Design angle_sweep_gen, sky130hd; sources not shown.
run_1/detail.png
The bar under the picture is 10 um long. Region (36, 32) to (66, 62) um. Cells in grey, sequential cells in the stronger grey; small squares are vias.
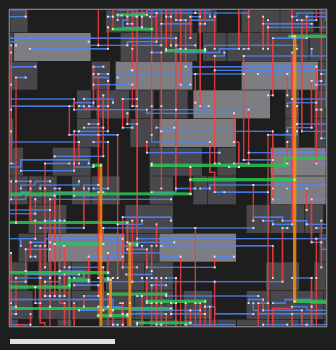
- metal 3: green
- metal 4: orange
- metal 2: red
- metal 1: blue
- cells with their middle in the window: 65
- most frequent: dfxtp_1 (9), nand2_1 (6), a21oi_1 (6)
- sequential cells in the window: 9

run_1/layer_met1.png
Supply wires on this layer in grey.
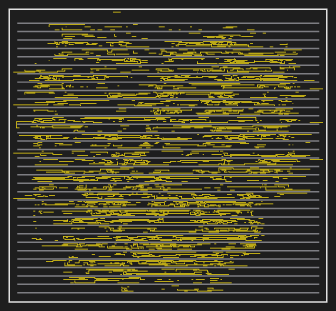
- share of all routed wire: 46%
- wire length on this layer: 4900 um
count of vias placed by the detailed router: 3887
total wire length: 10600 um

run_1/clocks.png
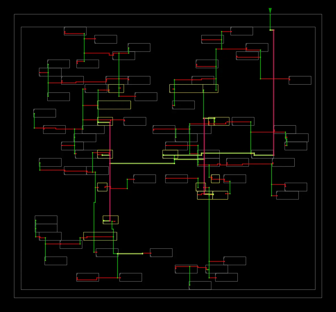
clock skew: 10.5 ps
clk ins delay skew pair: 340 ps
number of flip-flops and latches: 63
Sink Count: 63
clock buffer count in the final layout: 9

run_1/layer_met4.png
Supply wires on this layer in grey.
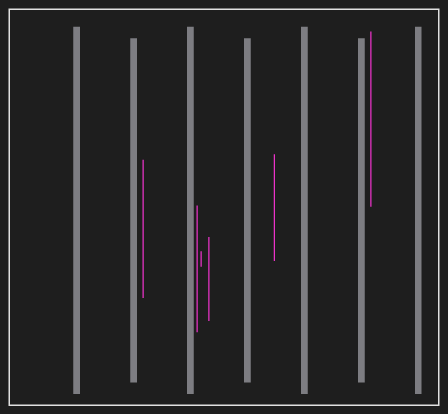
- share of all routed wire: 1.4%
- longest straight run: 41.5 um

==> impl_results.rst, run 1 <==
Flow metrics
------------

.. list-table::
   :header-rows: 1

   * - Metric
     - Value
   * - Status
     - complete, no violations
   * - Per-cell via count in the routed design
     - between 5 and 6
   * - Hold WC Path Type
     - flop to flop
   * - DR DRC count
     - 0
   * - Cell chain of the critical path
     - ha_1 -> inv_1 -> fa_1 -> nand2b_1 -> a21oi_1 -> xnor2_1 -> ha_1 -> or4b_1 -> o211ai_1 -> a311oi_1 -> and3_1 -> nor2_1 -> o21ba_2 -> nand4_1 -> buf_4 -> nor4bb_1 -> a211o_1
   * - Number of buffers created by CTS
     - 9
   * - Cell type with the largest total area after synthesis
     - dfxtp_1
   * - Headroom to the max-slew limit
     - 50.7%
   * - Filler Cells Inserted
     - 795
   * - Post-CTS clock slew at the launch and capture registers of the worst setup and hold paths
     - 80 ps
   * - Leading cell types by count after synthesis
     - nand2_1 (88), dfxtp_1 (63), a21oi_1 (61)
   * - Worst hold path cell count
     - 2
   * - Logic depth of the worst register-to-register path
     - 17
   * - Initial antenna violation count
     - 0
   * - Post-route setup slack
     - 480 ps
   * - Post-placement setup slack
     - 299 ps
   * - Critical-path top delay cell
     - or4b_1
   * - Yosys cell count
     - roughly 500
   * - DRT antenna net count
     - 0
   * - Post-synth tally of flip-flops with integrated enable
     - 0
   * - Routed WL per cell
     - 15.3 um
   * - Number of warnings reported in the yosys synthesis log
     - 0
   * - Die Footprint
     - 9590 sq um
   * - Register share of the cell area
     - 25.1%
   * - Power per cell area
     - 248 nW/um^2
   * - Maximum number of pins on one net before global-route repair
     - 47
   * - Maxcap violations
     - 0
   * - Iteration count of the initial detailed-routing pass
     - 6
   * - Post-Synthesis Mean Instance Area
     - 7.81 sq um
   * - Fraction of layout instances using a drive strength above 1
     - slightly above 6%
   * - Area growth from synthesis to layout
     - 28.2%
   * - Area of the synthesized netlist per yosys stat
     - 3920 sq um
   * - Slack of the worst reg-to-reg path
     - 480 ps
   * - CTS tree
     - built
   * - Kind of capture point of the worst setup path
     - flop
   * - Most common cell after layout, fill and taps aside
     - nand2_1
   * - Comb. cell area
     - 2490 sq um
   * - Syn Std Cell Area
     - 3920 sq um
   * - RSZ-0062 raised after global routing
     - no
   * - Total leakage power
     - 1.83 nW
   * - Vias in the first global route
     - 3592
   * - Data arrival time of the critical path
     - 4450 ps
   * - Final Hold Vio Count
     - 0
   * - Maximum cell stage delay along the critical path
     - 440 ps
   * - Dominant Register Cell
     - dfxtp_1
   * - Final antenna diode count
     - 0
   * - H-tree level count
     - 3
   * - Synth top cell by count
     - nand2_1
==> run 1: cells by family (layout without fill, tap and decap cells) <==
logic type / Yosys count / count (layout) / synth area share, %
AND/OR/NAND/NOR: 206 / 206 / 25.8
AND-OR/OR-AND: 138 / 138 / 22.9
flip-flops: 63 / 63 / 32.2
buffers and inverters: 39 / 112 / 4.63
XOR/XNOR: 32 / 32 / 7.16
adder cells (fa/ha/maj): 18 / 18 / 5.94
multiplexers: 5 / 5 / 1.28
==> run 1: through the flow <==
step / hold slack (ps) / instance area (sq um) / instances / power, mW / util, %
floorplan: 440 / 3920 / 501 / 0.614 / -
global placement: 443 / 4770 / 677 / 0.668 / 56.2
detailed placement: 447 / 4770 / 677 / 0.670 / 56.2
CTS: 458 / 5010 / 693 / 1.25 / 59.1
global route: 478 / 5020 / 693 / 1.29 / 59.1
finish: 456 / 5020 / 693 / 1.25 / 59.1
==> run 1: power breakdown <==
part	switching [mW]	leakage (nW)	internal [mW]	total, mW
Sequential	0.00555	0.509	0.540	0.545
Combinational	0.0574	1.20	0.0561	0.113
Clock	0.233	0.120	0.354	0.588
==> run 1: metal layers <==
layer	up-vias	routed length [um]	track usage (%)
met5	-	0	0
met4	0	152	6.33
met3	15	689	3.79
met2	120	4860	36.0
met1	1819	4900	31.3
li1	1933	-	-
==> run 1: worst max-delay path: cells and delay by family, from the launching register on <==
kind / cells / cell delay [ps]
AOI/OAI and AO/OA: 5 / 890
xor gates and xnor gates: 1 / 190
adders and majority gates: 3 / 930
buffers and inverters: 2 / 300
DFF: 1 / 370
and+or+nand+nor: 6 / 1430
run_1/wires.png
Only two layers are drawn.
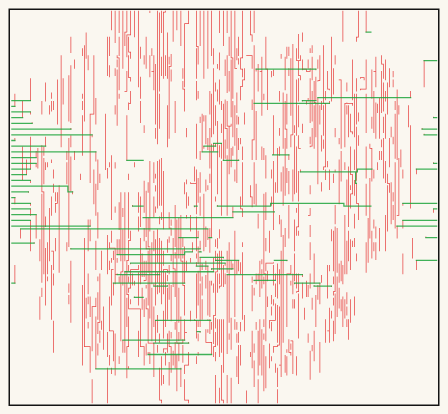

==> inputs of run 2 (changes only) <==
GPL_TIMING_DRIVEN = 0   (was not set)
run_2/wires.png
Only two layers are drawn.
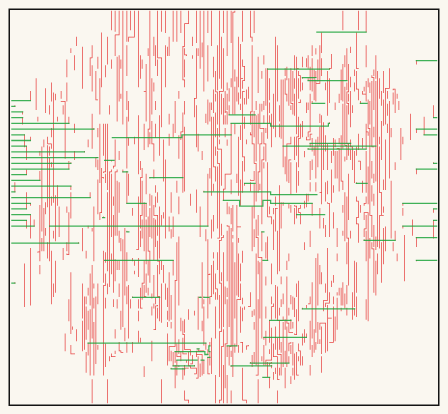
- metal 2: red (wire length 5110 um)
- metal 3: green (wire length 649 um)
GRT Resource Usage Total: 23.3%
count of vias placed by the detailed router: 4011
total wire length: 11000 um
Routed WL per cell: 15.3 um

run_2/layer_met4.png
Supply wires on this layer in grey.
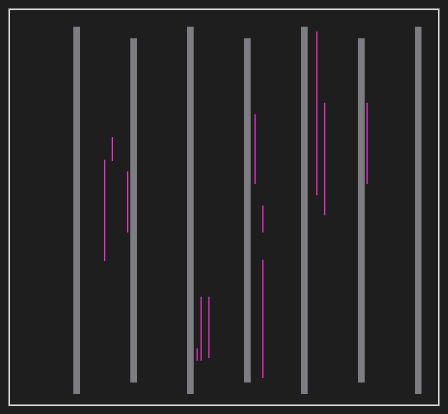
- share of all routed wire: 1.9%
- nets with wire on the layer: 10

==> impl_results.rst, run 2 <==
Flow metrics
------------

.. list-table::
   :header-rows: 1

   * - Metric
     - Value
   * - Fraction of layout instances using a drive strength above 1
     - approximately 6.5%
   * - Proportion of synthesized area in mux cells
     - 1.28%
   * - Number of buffers created by CTS
     - 9
   * - Maximum cell stage delay along the critical path
     - 450 ps
   * - Filler Cells Inserted
     - 782
   * - Switching Fraction
     - 22.0%
   * - Clk ins delay skew pair
     - roughly 350 ps
   * - Status
     - complete, no violations
   * - Proportion of power drawn by flip-flops and latches
     - 44.6%
   * - Cell type with the largest total area after synthesis
     - dfxtp_1
   * - Initial antenna violation count
     - 0
   * - Cell chain of the critical path
     - ha_1 -> inv_1 -> fa_1 -> nand2b_1 -> a21oi_1 -> xnor2_1 -> ha_1 -> or4b_1 -> o211ai_1 -> a311oi_1 -> and3_1 -> nor2_1 -> o21ba_2 -> nand4_1 -> buf_4 -> or2_2 -> nand3_1
   * - CTS tree
     - built
   * - Combinational group share of total power
     - about a tenth
   * - Vias in the first global route
     - 3778
   * - Sink Count
     - 63
   * - Slack of the worst reg-to-reg path
     - 400 ps
   * - RSZ-0062 raised after global routing
     - no
   * - XOR/XNOR Area Share
     - around 7.2%
   * - DRT antenna net count
     - 0
   * - Per-cell via count in the routed design
     - 5.60
   * - H-tree level count
     - 3
   * - Cell internal pwr
     - between 0.9 and 1 mW
   * - Total net switching power
     - 0.269 mW
   * - Kind of capture point of the worst setup path
     - flop
   * - Compound-Gate Fraction of Synth Area
     - 22.9%
   * - Post-synth tally of flip-flops with integrated enable
     - 0
   * - Area of the synthesized netlist per yosys stat
     - between 3000 and 4000 sq um
   * - Synth top cell by count
     - nand2_1
   * - Post-Synthesis Mean Instance Area
     - 7.81 sq um
[run 2: netlist changes by cell type in the layout (fill, tap and decap cells not counted), sizes merged]
| cell | change |
|---|---|
| buf | +7 |
| bufinv | -1 |
| clkinvlp | -1 |
| clkbuf | +21 |
| clkinv | -2 |
| inv | -1 |
[run 2: stage by stage]
step           util [%]  instances  power (mW)  hold slack, ps  instance area [sq um]
2_1_floorplan         -        501       0.614             440                   3920
3_3_place_gp       57.3        700       0.671             442                   4860
3_5_place_dp       57.3        700       0.673             452                   4860
4_1_cts            60.2        716        1.23             458                   5110
5_1_grt            60.2        716        1.26             471                   5110
6_report           60.2        716        1.22             453                   5110
[run 2: routing by layer]
layer | GRT usage, % | wire (um) | vias up | share of wire (%)
met5 | 0 | 0 | - | 0
met4 | 7.56 | 210 | 0 | 1.9
met3 | 6.10 | 648 | 25 | 5.9
met2 | 37.8 | 5110 | 113 | 47
met1 | 30.1 | 5010 | 1892 | 46
li1 | - | - | 1981 | -
[run 2: power by group through the flow]
stage | clock network (mW) | logic (mW) | registers [mW]
floorplan | 0 | 0.0510 | 0.563
global route | 0.591 | 0.126 | 0.546
global placement | 0 | 0.114 | 0.557
finish | 0.561 | 0.117 | 0.546
detailed placement | 0 | 0.115 | 0.558
CTS | 0.569 | 0.116 | 0.546
[run 2: cell families after synthesis]
group,count (synthesis)
compound gates,138
flops,63
xor+xnor,32
buf+inv,39
simple gates,206
fa+ha+maj,18
mux,5
[run 2: cell type report]
class,instances,area share (%)
buffer,28,2.74
clock buffer,14,3.58
clock inverter,2,1.18
inverter,11,0.808
multi-input combinational,399,48.4
sequential,63,24.7
tap,119,2.92
timing repair buffer,80,15.7
Power figures rest on the tool's default switching activity, not on a simulated workload.
